$ cat src/rtl/fadd_param.sv
// Parametrised multi-cycle floating-point adder/subtractor.
// One operation in flight: IDLE -> ALIGN -> ADDSUB -> NORM -> ROUND -> IDLE.
// Handshake: start is sampled only while ready=1. ready=1 means the unit is
// idle and sum/flags hold the last result. A start seen while ready=0 is
// dropped. The result appears exactly four edges after the issuing edge.
module fadd_param #(
    parameter int EXP_W = 8,
    parameter int MAN_W = 7
) (
    input  logic                   clock,
    input  logic                   nreset,
    input  logic                   start,
    input  logic                   op,
    input  logic [EXP_W+MAN_W:0]   a,
    input  logic [EXP_W+MAN_W:0]   b,
    output logic [EXP_W+MAN_W:0]   sum,
    output logic                   ready,
    output logic [3:0]             flags
);
    localparam int W  = 1 + EXP_W + MAN_W;
    localparam int SW = MAN_W + 4;                  // hidden, mantissa, guard, round, sticky
    localparam int EW = EXP_W + $clog2(SW) + 2;     // signed working exponent
    localparam logic [EXP_W-1:0] EXP_ONES = '1;
    localparam logic signed [EW-1:0] EMAX_E = EW'(2**EXP_W - 1);
    localparam logic signed [EW-1:0] ZERO_E = '0;
    localparam logic signed [EW-1:0] ONE_E  = EW'(1);
    localparam logic [W-1:0] QNAN = {1'b0, EXP_ONES, 1'b1, {(MAN_W-1){1'b0}}};

    typedef enum logic [2:0] {RESET, IDLE, ALIGN, ADDSUB, NORM, ROUND} state_t;
    state_t state;

    // Operand and stage registers; only one operation is ever in flight.
    logic [W-1:0]            a_r, b_r;
    logic                    op_r;
    logic                    al_special;
    logic [W-1:0]            al_spec_res;
    logic [3:0]              al_spec_flags;
    logic                    al_sign_big, al_sign_small;
    logic [EXP_W-1:0]        al_exp;
    logic [SW-1:0]           al_big, al_small;
    logic [SW:0]             mag_r;
    logic [SW-1:0]           norm_r;
    logic signed [EW-1:0]    exp_n;

    // ALIGN combinational signals
    logic                    sa, sb, a_zero, b_zero, a_inf, b_inf, a_nan, b_nan, a_gt;
    logic [EXP_W-1:0]        ea, eb, big_e, small_e, diff;
    logic [MAN_W-1:0]        ma, mb, big_m, small_m;
    logic [SW-1:0]           small_full, shifted, small_al;
    logic                    lost, spec_v;
    logic [W-1:0]            spec_res_v;
    logic [3:0]              spec_flags_v;

    // ALIGN: classify operands, resolve special cases, align the smaller magnitude.
    always_comb begin
        sa      = a_r[W-1];
        ea      = a_r[W-2:MAN_W];
        ma      = a_r[MAN_W-1:0];
        sb      = b_r[W-1] ^ op_r;
        eb      = b_r[W-2:MAN_W];
        mb      = b_r[MAN_W-1:0];
        a_zero  = (ea == '0);                       // subnormals flush to signed zero
        b_zero  = (eb == '0);
        a_inf   = (ea == EXP_ONES) && (ma == '0);
        b_inf   = (eb == EXP_ONES) && (mb == '0);
        a_nan   = (ea == EXP_ONES) && (ma != '0);
        b_nan   = (eb == EXP_ONES) && (mb != '0);
        a_gt    = {ea, ma} >= {eb, mb};
        big_e   = a_gt ? ea : eb;
        big_m   = a_gt ? ma : mb;
        small_e = a_gt ? eb : ea;
        small_m = a_gt ? mb : ma;
        diff    = big_e - small_e;
        small_full = {1'b1, small_m, 3'b000};
        if (32'(diff) >= SW) begin
            shifted = '0;
            lost    = 1'b1;
        end else begin
            shifted = small_full >> diff;
            lost    = |(small_full & ~({SW{1'b1}} << diff));
        end
        small_al = {shifted[SW-1:1], shifted[0] | lost};

        spec_v       = 1'b1;
        spec_res_v   = '0;
        spec_flags_v = '0;
        if (a_nan || b_nan) begin
            spec_res_v = QNAN;
        end else if (a_inf && b_inf && (sa != sb)) begin
            spec_res_v   = QNAN;
            spec_flags_v = 4'b1000;
        end else if (a_inf) begin
            spec_res_v = {sa, EXP_ONES, {MAN_W{1'b0}}};
        end else if (b_inf) begin
            spec_res_v = {sb, EXP_ONES, {MAN_W{1'b0}}};
        end else if (a_zero && b_zero) begin
            spec_res_v = {sa & sb, {(W-1){1'b0}}};
        end else if (b_zero) begin
            spec_res_v = a_r;
        end else if (a_zero) begin
            spec_res_v = {sb, b_r[W-2:0]};
        end else begin
            spec_v = 1'b0;
        end
    end

    // ADDSUB: add magnitudes on equal signs, else subtract smaller from larger.
    logic [SW:0] mag_v;
    always_comb begin
        if (al_sign_big == al_sign_small)
            mag_v = {1'b0, al_big} + {1'b0, al_small};
        else
            mag_v = {1'b0, al_big} - {1'b0, al_small};
    end

    // NORM: right shift on carry-out, else leading-one left shift in one step.
    int                   lz;
    logic [SW-1:0]        norm_v;
    logic signed [EW-1:0] exp_base, exp_v;
    always_comb begin
        lz = 0;
        for (int i = 0; i < SW; i++)
            if (mag_r[i]) lz = SW - 1 - i;
        exp_base = EW'(al_exp);
        if (mag_r[SW]) begin
            norm_v = {mag_r[SW:2], mag_r[1] | mag_r[0]};
            exp_v  = exp_base + ONE_E;
        end else begin
            norm_v = mag_r[SW-1:0] << lz;
            exp_v  = exp_base - EW'(lz);
        end
    end

    // ROUND: nearest-even on guard/round/sticky, then range and special selection.
    logic                 g, r, s, lsb, up, inexact;
    logic [MAN_W+1:0]     man_up;
    logic [MAN_W-1:0]     man_f;
    logic signed [EW-1:0] exp_f;
    logic [W-1:0]         res_v;
    logic [3:0]           fl_v;
    always_comb begin
        lsb     = norm_r[3];
        g       = norm_r[2];
        r       = norm_r[1];
        s       = norm_r[0];
        up      = g & (r | s | lsb);
        inexact = g | r | s;
        man_up  = {1'b0, norm_r[SW-1:3]} + {{(MAN_W+1){1'b0}}, up};
        if (man_up[MAN_W+1]) begin
            exp_f = exp_n + ONE_E;
            man_f = man_up[MAN_W:1];
        end else begin
            exp_f = exp_n;
            man_f = man_up[MAN_W-1:0];
        end
        if (al_special) begin
            res_v = al_spec_res;
            fl_v  = al_spec_flags;
        end else if (mag_r == '0) begin
            res_v = '0;                             // exact cancellation gives +0
            fl_v  = '0;
        end else if (exp_f >= EMAX_E) begin
            res_v = {al_sign_big, EXP_ONES, {MAN_W{1'b0}}};
            fl_v  = 4'b0101;
        end else if (exp_f <= ZERO_E) begin
            res_v = {al_sign_big, {(W-1){1'b0}}};
            fl_v  = 4'b0011;
        end else begin
            res_v = {al_sign_big, exp_f[EXP_W-1:0], man_f};
            fl_v  = {3'b000, inexact};
        end
    end

    // Control FSM and stage registers; reset aborts any operation in flight.
    always_ff @(posedge clock or negedge nreset) begin
        if (!nreset) begin
            state         <= RESET;
            sum           <= '0;
            flags         <= '0;
            ready         <= 1'b0;
            a_r           <= '0;
            b_r           <= '0;
            op_r          <= 1'b0;
            al_special    <= 1'b0;
            al_spec_res   <= '0;
            al_spec_flags <= '0;
            al_sign_big   <= 1'b0;
            al_sign_small <= 1'b0;
            al_exp        <= '0;
            al_big        <= '0;
            al_small      <= '0;
            mag_r         <= '0;
            norm_r        <= '0;
            exp_n         <= '0;
        end else begin
            case (state)
                RESET: begin
                    state <= IDLE;
                    ready <= 1'b1;
                end
                IDLE: begin
                    if (start) begin
                        a_r   <= a;
                        b_r   <= b;
                        op_r  <= op;
                        ready <= 1'b0;
                        state <= ALIGN;
                    end
                end
                ALIGN: begin
                    al_special    <= spec_v;
                    al_spec_res   <= spec_res_v;
                    al_spec_flags <= spec_flags_v;
                    al_sign_big   <= a_gt ? sa : sb;
                    al_sign_small <= a_gt ? sb : sa;
                    al_exp        <= big_e;
                    al_big        <= {1'b1, big_m, 3'b000};
                    al_small      <= small_al;
                    state         <= ADDSUB;
                end
                ADDSUB: begin
                    mag_r <= mag_v;
                    state <= NORM;
                end
                NORM: begin
                    norm_r <= norm_v;
                    exp_n  <= exp_v;
                    state  <= ROUND;
                end
                ROUND: begin
                    sum   <= res_v;
                    flags <= fl_v;
                    ready <= 1'b1;
                    state <= IDLE;
                end
                default: begin
                    state <= RESET;
                    ready <= 1'b0;
                end
            endcase
        end
    end
endmodule

$ cat config.mk
export PLATFORM = sky130hd
export DESIGN_NAME = fadd_param
export DESIGN_NICKNAME = d
export VERILOG_FILES = /design/src/rtl/fadd_param.sv
export SDC_FILE = /design/constraint.sdc
export NUM_CORES = 1
export LEC_CHECK = 0
export ABC_AREA = 0
export CAP_MARGIN = 10
export CELL_PAD_IN_SITES_DETAIL_PLACEMENT = 1
export CELL_PAD_IN_SITES_GLOBAL_PLACEMENT = 1
export CORE_MARGIN = 2
export CORE_UTILIZATION = 46
export DETAILED_ROUTE_END_ITERATION = 8
export PLACE_DENSITY = 0.93
export SKIP_CTS_REPAIR_TIMING = 1
export SYNTH_ARGS = -nofsm -noshare
export SYNTH_HDL_FRONTEND = slang
export SYNTH_SLANG_ARGS = --single-unit
$ cat constraint.sdc
create_clock -name clock -period 5.1 [get_ports clock]
set_input_delay 0.51 -clock clock [delete_from_list [all_inputs] [get_ports clock]]
set_output_delay 0.51 -clock clock [all_outputs]
set_load 0.005 [all_outputs]
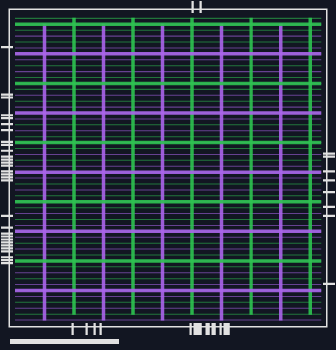
Figure 1: power grid.
The bar under the picture is 50 um long. Pins as bars on the die edge.
color	net
purple	VSS
green	VDD
signal pins	57
rows	51
met4 straps	10
met5 straps	10
met1 rails	52

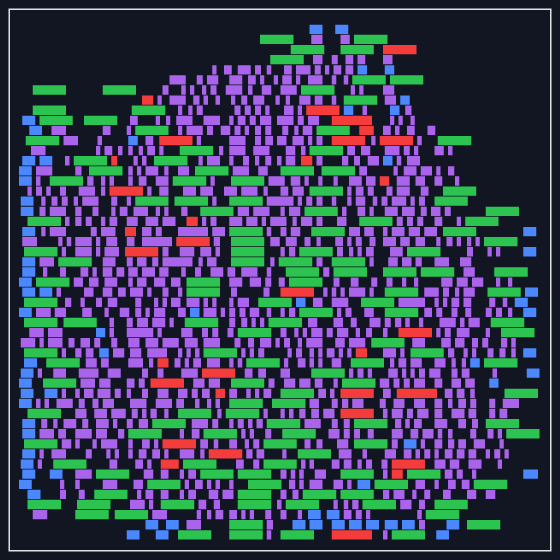
Figure 2: cells colored by class.
color	class	cells	share of their area
blue	remaining buffers and delay cells	69	6.4%
green	sequential cells	141	34%
red	clock drivers and dummy loads	32	6.1%
purple	remaining logic cells	869	53%

[logic make-up after synthesis]
kind of cell / Yosys count
mux: 61
flops: 141
compound gates: 312
xor+xnor: 33
fa+ha+maj: 43
simple gates: 368
buf+inv: 109
[per-layer routing]
metal  share of wire  routed length (um)  track usage  up-vias
li1                -                   -            -     3902
met1            0.41               12540       0.3585     4454
met2            0.50               15150       0.4934      318
met3           0.055                1655      0.05881       75
met4           0.028                 858       0.1221        2
met5         0.00043                  13            0        -
[worst paths after layout]
path	cells past startpoint	end	slack [ps]
max	16	al_small[0]$_DFFE_PN0P_	650
min	1	sum[0]$_DFFE_PN0N_	130
max reg2reg	16	al_small[0]$_DFFE_PN0P_	650
min reg2reg	2	sum[15]$_DFFE_PN0N_	490
max in group asynchronous	2	ready$_DFFE_PN0P_	3840
min in group clock	2	sum[15]$_DFFE_PN0N_	490
[cell usage in the layout (no fill, tap or decap), drive strengths merged, types with 10 or more instances in the layout]
| cell | n |
|---|---|
| a22oi | 15 |
| o21ai | 97 |
| a31oi | 23 |
| and2 | 11 |
| clkdlybuf4s50 | 55 |
| nand4 | 12 |
| a21oi | 70 |
| dfrtp | 141 |
| a21o | 12 |
| inv | 56 |
| mux2 | 27 |
| nand3 | 18 |
| o31ai | 10 |
| nor4 | 16 |
| clkbuf | 18 |
| nor3 | 13 |
| xor2 | 16 |
| mux2i | 31 |
| nor2 | 97 |
| nand2 | 147 |
| xnor2 | 17 |
| buf | 14 |
| nor2b | 12 |
| ha | 41 |
[state kept, by name, summed over array words and instances, names as in the netlist, 3 cells and up]
register     count
norm_r          11
al_small        11
flags            4
b_r             16
mag_r           12
a_r             16
al_exp           8
al_spec_res     16
sum             16
exp_n           14
al_big           8
state            3
==> notes.md <==
On the backend side, the flow ran end to end.

The sequential share of cell area stands at 0.3336. The synthesized net count stands at 1146. The combinational fraction of the cell area stands at 0.4955.

The layout sequential cell count stands at 141. Ranked by total area, the top cell class in this layout is logic gates. In the synthesized netlist, the number of instances is 1067. The worst register-to-register path begins at b_r[11]$_DFFE_PN0P_. The flow ran to the end, and the final reports show no timing, DRC or antenna violations. The wire-length estimate of the detail-placed layout is 20560 um. The largest individual stage delay along the critical path comes from the cell a2111oi_0. Per the finish-stage timing summary, setup violations number 0. The remaining global-route overflow stands at 0. The yosys stat chip area stands at 0.009183 mm2.

The maximum frequency from static timing analysis stands at 0.2246 GHz. The number of rows created at floorplan stands at 51. The pin closest to its max-slew limit shows a slew of 1125 ps.

The number of standard cells in the final layout excluding fillers stands at 1376. The floorplan step set the die width to 145.3 um. The area of all placed cells without fillers stands at 0.01058 mm2. The wire length of the first global-routing pass stands at 49440 um. The cell-mix breakdown from Yosys lists the simple-gate area share as 0.1857. The initial utilization of the core area, before any placement, comes to 0.4703. For reference, the critical path cell chain is inv_1 -> ha_1 -> and2_4 -> and3_4 -> a221oi_2 -> o21ai_2 -> mux2i_1 -> ha_1 -> inv_1 -> nand2_1 -> o22ai_1 -> mux2_1 -> a211o_1 -> a21oi_1 -> a2111oi_0 -> a31oi_1. TritonCTS built the clock tree. The weighted congestion reported at the end of routability-driven placement stands at 0.9148.
